[src/rtl/apb_slave_regs_pkg.sv]
// -----------------------------------------------------------------------------
// apb_slave_regs_pkg
// Shared definitions for the APB register slave: FSM state encodings, APB
// response codes (same encoding as the AXI-Lite side of the bridge) and the
// default APB address width.
// -----------------------------------------------------------------------------
package apb_slave_regs_pkg;

    typedef enum logic [1:0] {
        ST_IDLE   = 2'd1,
        ST_ACCESS = 2'd2
    } apb_state_e;

    localparam logic [1:0] RESP_OKAY   = 2'b00;
    localparam logic [1:0] RESP_SLVERR = 2'b10;

    localparam int APB_ADDR_WIDTH_DEF = 16;

endpackage

[src/rtl/apb_slv_regfile.sv]
// -----------------------------------------------------------------------------
// apb_slv_regfile
// Register storage for apb_slave_regs. Registers 0..NUM_REGS-2 are read/write;
// register NUM_REGS-1 is read-only and returns status_i.
// Ports:
//   clk_i, rst_ni      clock, synchronous active-low reset
//   rd_addr_i          byte address being decoded (setup phase PADDR)
//   rd_write_i         access direction for the decode
//   dec_err_o          unaligned, unmapped, or write to the read-only register
//   rd_data_o          read mux output, 0 when dec_err_o is set
//   status_i           value mapped onto the read-only register
//   wr_en_i            commit a write this edge
//   wr_idx_i           register index to write
//   wr_data_i          write data
//   wr_strb_i          byte strobes (all ones when strobes are not in use)
//   ctrl_o             continuous copy of register 0
// -----------------------------------------------------------------------------
import apb_slave_regs_pkg::*;

module apb_slv_regfile #(
    parameter int APB_ADDR_WIDTH = APB_ADDR_WIDTH_DEF,
    parameter int DATA_WIDTH     = 32,
    parameter int NUM_REGS       = 8
) (
    input  logic                      clk_i,
    input  logic                      rst_ni,
    input  logic [APB_ADDR_WIDTH-1:0] rd_addr_i,
    input  logic                      rd_write_i,
    output logic                      dec_err_o,
    output logic [DATA_WIDTH-1:0]     rd_data_o,
    input  logic [DATA_WIDTH-1:0]     status_i,
    input  logic                      wr_en_i,
    input  logic [$clog2(NUM_REGS)-1:0] wr_idx_i,
    input  logic [DATA_WIDTH-1:0]     wr_data_i,
    input  logic [DATA_WIDTH/8-1:0]   wr_strb_i,
    output logic [DATA_WIDTH-1:0]     ctrl_o
);

    localparam int IW = APB_ADDR_WIDTH - 2;
    localparam int RW = $clog2(NUM_REGS);
    localparam int NB = DATA_WIDTH / 8;

    logic [DATA_WIDTH-1:0] mem_q [NUM_REGS-1];
    logic [IW-1:0]         full_idx;
    logic [RW-1:0]         rd_idx;
    logic [DATA_WIDTH-1:0] wr_bits;

    assign full_idx = rd_addr_i[APB_ADDR_WIDTH-1:2];
    assign rd_idx   = full_idx[RW-1:0];

    // Full-width index compare so aliases above NUM_REGS are rejected.
    assign dec_err_o = (rd_addr_i[1:0] != 2'b00)
                     | (full_idx >= IW'(NUM_REGS))
                     | (rd_write_i & (full_idx == IW'(NUM_REGS - 1)));

    always_comb begin
        rd_data_o = '0;
        if (!dec_err_o) begin
            if (rd_idx == RW'(NUM_REGS - 1)) begin
                rd_data_o = status_i;
            end
            for (int unsigned i = 0; i < NUM_REGS - 1; i++) begin
                if (rd_idx == RW'(i)) begin
                    rd_data_o = mem_q[i];
                end
            end
        end
    end

    always_comb begin
        wr_bits = '0;
        for (int unsigned b = 0; b < NB; b++) begin
            wr_bits[b*8 +: 8] = {8{wr_strb_i[b]}};
        end
    end

    always_ff @(posedge clk_i) begin
        if (!rst_ni) begin
            for (int unsigned i = 0; i < NUM_REGS - 1; i++) begin
                mem_q[i] <= '0;
            end
        end else if (wr_en_i) begin
            for (int unsigned i = 0; i < NUM_REGS - 1; i++) begin
                if (wr_idx_i == RW'(i)) begin
                    mem_q[i] <= (mem_q[i] & ~wr_bits) | (wr_data_i & wr_bits);
                end
            end
        end
    end

    assign ctrl_o = mem_q[0];

endmodule

[src/rtl/apb_slave_regs.sv]
// -----------------------------------------------------------------------------
// apb_slave_regs
// APB3 responder with a small word-addressed register file at base 0x0000,
// WAIT_CYCLES wait states per transfer and PSLVERR for unaligned, unmapped or
// read-only-write accesses.
// Optional feature: define APB_SLV_PSTRB_EN to add the APB4 PSTRB input and
// byte-masked writes; without it every write updates the whole word.
// Ports:
//   ACLK, ARESETn            clock, synchronous active-low reset
//   PSEL, PENABLE, PWRITE    APB control
//   PADDR, PWDATA            APB address / write data
//   PRDATA, PREADY, PSLVERR  APB response
//   status_in                value returned by register NUM_REGS-1
//   ctrl_out                 continuous copy of register 0
//   PSTRB                    byte strobes (APB_SLV_PSTRB_EN only)
// UD is kept for parameter-override compatibility; assignments carry no delay.
// -----------------------------------------------------------------------------
import apb_slave_regs_pkg::*;

module apb_slave_regs #(
    parameter int UD             = 1,
    parameter int APB_ADDR_WIDTH = APB_ADDR_WIDTH_DEF,
    parameter int DATA_WIDTH     = 32,
    parameter int NUM_REGS       = 8,
    parameter int WAIT_CYCLES    = 2
) (
    input  logic                      ACLK,
    input  logic                      ARESETn,
    input  logic                      PSEL,
    input  logic                      PENABLE,
    input  logic                      PWRITE,
    input  logic [APB_ADDR_WIDTH-1:0] PADDR,
    input  logic [DATA_WIDTH-1:0]     PWDATA,
    output logic [DATA_WIDTH-1:0]     PRDATA,
    output logic                      PREADY,
    output logic                      PSLVERR,
    input  logic [DATA_WIDTH-1:0]     status_in,
    output logic [DATA_WIDTH-1:0]     ctrl_out
`ifdef APB_SLV_PSTRB_EN
    ,
    input  logic [DATA_WIDTH/8-1:0]   PSTRB
`endif
);

    localparam int         RW     = $clog2(NUM_REGS);
    localparam logic [3:0] WAIT_L = 4'(WAIT_CYCLES);

    if (WAIT_CYCLES < 0 || WAIT_CYCLES > 15 || UD < 0) begin : g_param_check
        $error("apb_slave_regs: WAIT_CYCLES must be 0..15 and UD non-negative");
    end

    apb_state_e            state_q, state_d;
    logic [3:0]            cnt_q, cnt_d;
    logic [RW-1:0]         idx_q, idx_d;
    logic                  write_q, write_d;
    logic                  err_q, err_d;
    logic [DATA_WIDTH-1:0] rdata_q, rdata_d;
    logic [DATA_WIDTH-1:0] wdata_q, wdata_d;
    logic [DATA_WIDTH/8-1:0] strb_q, strb_d;

    logic                  dec_err;
    logic [DATA_WIDTH-1:0] dec_rdata;
    logic                  wr_en;
    logic                  setup_strb_unused;
    logic [DATA_WIDTH/8-1:0] setup_strb;

`ifdef APB_SLV_PSTRB_EN
    assign setup_strb = PSTRB;
`else
    assign setup_strb = '1;
`endif
    assign setup_strb_unused = 1'b0;

    apb_slv_regfile #(
        .APB_ADDR_WIDTH (APB_ADDR_WIDTH),
        .DATA_WIDTH     (DATA_WIDTH),
        .NUM_REGS       (NUM_REGS)
    ) u_regfile (
        .clk_i      (ACLK),
        .rst_ni     (ARESETn),
        .rd_addr_i  (PADDR),
        .rd_write_i (PWRITE),
        .dec_err_o  (dec_err),
        .rd_data_o  (dec_rdata),
        .status_i   (status_in),
        .wr_en_i    (wr_en),
        .wr_idx_i   (idx_q),
        .wr_data_i  (wdata_q),
        .wr_strb_i  (strb_q),
        .ctrl_o     (ctrl_out)
    );

    always_ff @(posedge ACLK) begin
        if (!ARESETn) begin
            state_q <= ST_IDLE;
            cnt_q   <= '0;
            idx_q   <= '0;
            write_q <= 1'b0;
            err_q   <= 1'b0;
            rdata_q <= '0;
            wdata_q <= '0;
            strb_q  <= '0;
        end else begin
            state_q <= state_d;
            cnt_q   <= cnt_d;
            idx_q   <= idx_d;
            write_q <= write_d;
            err_q   <= err_d;
            rdata_q <= rdata_d;
            wdata_q <= wdata_d;
            strb_q  <= strb_d;
        end
    end

    always_comb begin
        state_d = state_q;
        cnt_d   = cnt_q;
        idx_d   = idx_q;
        write_d = write_q;
        err_d   = err_q;
        rdata_d = rdata_q;
        wdata_d = wdata_q;
        strb_d  = strb_q;
        case (state_q)
            ST_IDLE: begin
                if (PSEL && !PENABLE && !setup_strb_unused) begin
                    idx_d   = PADDR[RW+1:2];
                    write_d = PWRITE;
                    err_d   = dec_err;
                    rdata_d = dec_rdata;
                    wdata_d = PWDATA;
                    strb_d  = setup_strb;
                    cnt_d   = WAIT_L;
                    state_d = ST_ACCESS;
                end
            end
            ST_ACCESS: begin
                // Dropping PSEL mid-transfer abandons it without a write.
                if (!PSEL) begin
                    state_d = ST_IDLE;
                end else if (PENABLE) begin
                    if (cnt_q != '0) begin
                        cnt_d = cnt_q - 4'd1;
                    end else begin
                        state_d = ST_IDLE;
                    end
                end
            end
            default: state_d = ST_IDLE;
        endcase
    end

    always_comb begin
        PREADY  = (state_q == ST_ACCESS) && (cnt_q == '0);
        PSLVERR = PREADY & err_q;
        PRDATA  = (PREADY & ~err_q & ~write_q) ? rdata_q : '0;
        wr_en   = PREADY & PSEL & PENABLE & write_q & ~err_q;
    end

endmodule

[config.mk]
export PLATFORM = sky130hd
export DESIGN_NAME = apb_slave_regs
export DESIGN_NICKNAME = d
export VERILOG_FILES = /design/src/rtl/apb_slave_regs_pkg.sv /design/src/rtl/apb_slv_regfile.sv /design/src/rtl/apb_slave_regs.sv
export SDC_FILE = /design/constraint.sdc
export NUM_CORES = 1
export LEC_CHECK = 0
export CORE_MARGIN = 4
export CORE_UTILIZATION = 54
export CTS_CLUSTER_SIZE = 30
export DETAILED_ROUTE_END_ITERATION = 6
export PLACE_DENSITY = 0.78
export SLEW_MARGIN = 5
export SYNTH_ARGS = -nofsm -noshare
export SYNTH_HDL_FRONTEND = slang
export SYNTH_SLANG_ARGS = --single-unit
[constraint.sdc]
create_clock -name ACLK -period 7 [get_ports ACLK]
set_clock_uncertainty 0.15 [all_clocks]
set_input_delay 2.1 -clock ACLK [delete_from_list [all_inputs] [get_ports ACLK]]
set_output_delay 2.1 -clock ACLK [all_outputs]
set_load 0.01 [all_outputs]
==> results.py <==
# Synthesis and PnR figures
metrics = {
    "outcome": {
        "outcome": "finished clean",
    },
    "critical_path": {
        "critical_path.startpoint": "cnt_q[0]$_SDFFE_PN0P_",
        "reg2reg_slack_ns": 3.22,
        "critPathArrivalTime_ns": 2.97,
        "critPathMaxFanout": 32,
        "cp-end-kind": "primary output",
        "reg2reg_to": "u_regfile.mem_q[1][0]$_SDFFCE_PN0P_",
        "worst-setup-path-type": "reg2out",
        "timing.rr.start": "cnt_q[0]$_SDFFE_PN0P_",
        "reg2reg_depth": 7,
        "worst_setup_path_start_kind": "register",
        "cp-endpoint": "PRDATA[4]",
        "required_ns": 4.75,
    },
    "drt": {
        "met1Wirelength_um": 18700,
        "dr.pass1.iters": 6,
        "wl_met2_um": 22300,
        "post-route-drc-count": 0,
        "top_layer_used": "met4",
        "drtIter0Drc": 1874,
        "ant_nets": 0,
        "vias_per_cell": 6.34,
        "wl_per_cell_um": 22.1,
        "met3_length_um": 4230,
    },
    "place": {
        "dp_slack_ns": 1.48,
        "hpwl_um": 27500,
        "place.gp.congestion": 0.831,
        "place.port_buffers": 150,
        "placed_cells": 2040,
        "place_area_sq_mm": 0.0175,
    },
    "power": {
        "netSwitchingFraction": 0.244,
        "ir_worst_vdd_mv": 0.157,
        "powerDensity_mw_per_mm2": 220,
        "clock_power_share": 0.404,
        "leakage_nw": 6.33,
        "power_frac_comb": 0.100,
        "power.share.sequential": 0.496,
        "cellInternalPower_mw": 3.08,
        "power_mw": 4.08,
        "power.switching_uw": 995,
    },
    "synthesis": {
        "edf_count": 224,
        "ys_seq_share": 0.523,
        "synthArstFlopShare": 0,
        "syn_inst": 1624,
        "numSynthFlops": 300,
        "yosys-stat-area_sq_mm": 0.0158,
        "avgSynthCellArea_sq_um": 9.71,
        "syn_nets": 1711,
        "ys_cells": 1624,
        "yosys_warnings": 0,
        "netlist-cell-type-count": 44,
        "ff_type": "edfxtp_1",
        "syn_area_sq_mm": 0.0158,
    },
    "die": {
        "die-area_sq_mm": 0.0320,
        "io_pins": 151,
        "rows": 62,
        "core_sq_mm": 0.0288,
        "die_y_um": 179,
        "fp_util": 0.548,
        "fp.dieW_um": 179,
    },
    "cts": {
        "cts.sink_count": 300,
        "clkLatencyLatePin_ns": 0.57,
        "cts_hold_buf": 0,
        "cts.clk_slew.worst_paths_ns": 0.06,
        "cts-root-buf": "clkbuf_16",
        "cts_tree": "yes",
        "numCtsBuffers": 31,
        "post_cts_resized": 0,
        "postCtsSetupBuffers": 0,
        "htreeDepth": 1,
        "clockBufferDepth": 3,
    },
    "final_timing": {
        "whs_ns": 0.313,
        "final.setup.tns_ns": 0,
        "fin_crit_sh": 0.745,
        "setup_viol": 0,
        "period_needed_ns": 5.22,
        "worstMarginPinSlew_ns": 1.16,
        "drv_slew": 0,
        "rsz0062_at_grt": "false",
        "relSlewSlack": 0.227,
        "post-route-worst-setup-slack_ns": 1.78,
        "max_freq_mhz": 192,
        "hold_viol": 0,
    },
    "finish": {
        "lay_top_count": "edfxtp_1",
        "layout.cells.non_filler": 2097,
        "final_cell_mix": "edfxtp_1 (224), o21ai_0 (161), clkdlybuf4s50_1 (146), nand2_1 (141), nand2b_1 (135)",
        "n_antenna_cell": 0,
        "drive_above_1_share": 0.0607,
        "final_core_util": 0.644,
        "area_growth_pct": 17.5,
        "final_area_sq_mm": 0.0185,
        "fin_nets": 1776,
    },
    "grt": {
        "grt_usage": 0.282,
        "grt.overflow.total": 0,
        "gr-max-usage-layer": "met2",
        "grt_pass1_wl_um": 71300,
        "grt_pass1_vias": 12851,
        "grt_max_degree": 123,
        "antenna_found_initial": 0,
    },
    "hold_path": {
        "min_from": "wdata_q[29]$_SDFFE_PN0P_",
        "whs_path_depth": 2,
        "hold_path.class": "reg2reg",
        "hold_path_end": "wdata_q[29]$_SDFFE_PN0P_",
    },
    "job": {
        "warning_count": 29,
        "cap_violations": 0,
    },
}
==> power by group through the flow <==
| stage | combinational [mW] | clock, mW | sequential [mW] |
|---|---|---|---|
| after floorplan | 0.253 | 0 | 2.04 |
| after global placement | 0.394 | 0 | 2.05 |
| after detailed placement | 0.399 | 0 | 2.06 |
| after CTS | 0.403 | 1.65 | 2.02 |
| after global routing | 0.440 | 1.74 | 2.03 |
| final | 0.410 | 1.65 | 2.02 |
==> cell usage after synthesis (all sizes together), types with 35 or more instances <==
library cell | n | share of area
nor2 | 36 | 0.0086
o21ai | 166 | 0.053
edfxtp | 224 | 0.43
nand2 | 142 | 0.034
a21oi | 98 | 0.031
dfxtp | 76 | 0.096
a21boi | 68 | 0.032
clkbuf | 138 | 0.033
nand2b | 135 | 0.054
nor2b | 67 | 0.027
inv | 98 | 0.023
and3 | 35 | 0.014
==> cells by family (layout without fill, tap and decap cells) <==
kind of cell,after synthesis,after routing,synth area share
adders and majority gates,2,2,0.00159
DFF,300,300,0.523
AOI/OAI and AO/OA,564,564,0.237
and+or+nand+nor,508,508,0.178
xor gates and xnor gates,1,1,0.000555
buffers and inverters,249,338,0.0598
==> cell type report <==
type / instances / area [sq um]
clock inverter: 15 / 125
sequential: 300 / 8250
fill: 2256 / 10200
timing repair buffer: 183 / 1730
tap: 384 / 480
inverter: 98 / 368
clock buffer: 42 / 877
multi-input combinational: 1075 / 6700
==> flip-flops by register name (all words and copies together), names as in the netlist <==
register,flops
idx_q,3
state_q,2
rdata_q,32
u_regfile.mem_q,224
cnt_q,4
strb_q,1
wdata_q,32
write_q,1
err_q,1
==> critical path, stage by stage (launching register included) <==
cell and delay [ns]:
dfxtp_1 0.31, inv_1 0.10, ha_1 0.17, or3b_1 0.48, nor3_2 0.19, buf_4 0.37, and2_1 0.22, clkdlybuf4s50_1 0.54
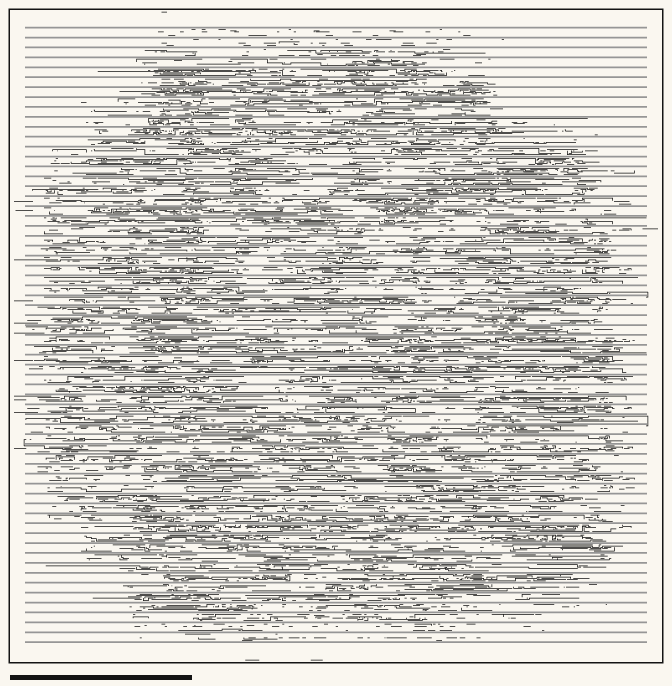
*Signal wires on met1*
The bar under the picture is 50 um long. Supply wires on this layer in gray.
wire length on this layer: 18,700 um
main direction: horizontal
longest straight run: 62.1 um
nets with wire on the layer: 1,671
share of all routed wire: 40%
grt met1 use: 0.391
final WL: 46,400 um
Via Count: 13,296

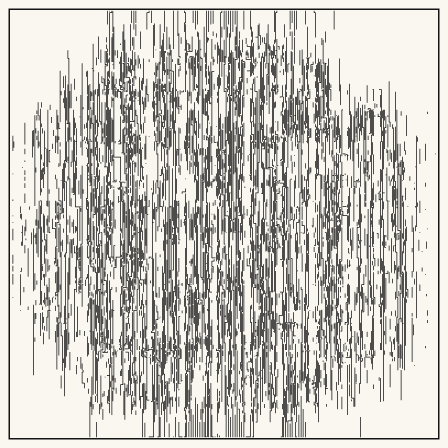
*M2 wires*
wire length on this layer: 22.3 mm
longest straight run: 75.8 um
share of all routed wire: 48%
met2 GRT Util: 0.466

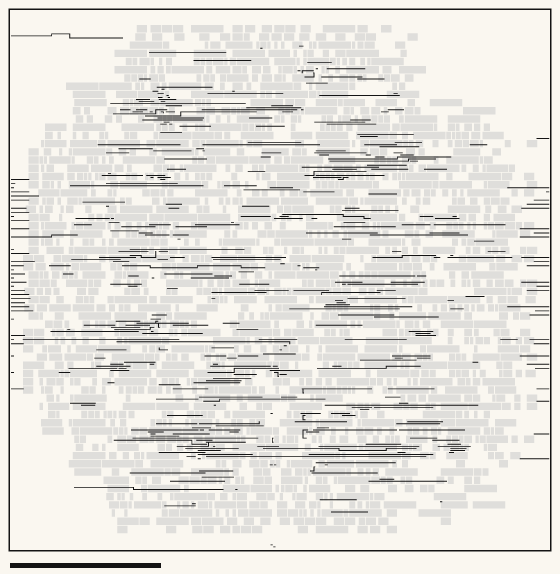
*Metal 3*
The bar under the picture is 50 um long. Cells faint in the background.
main direction: horizontal
longest straight run: 72.7 um
global-route track usage on met3: 0.0363

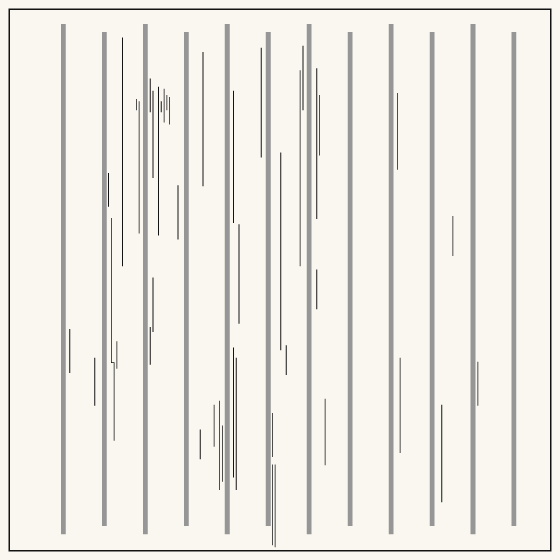
*M4 wires*
Supply wires on this layer in gray.
share of all routed wire: 2.5%
nets with wire on the layer: 33
longest straight run: 75.5 um

Power figures rest on the tool's default switching activity, not on a simulated workload.
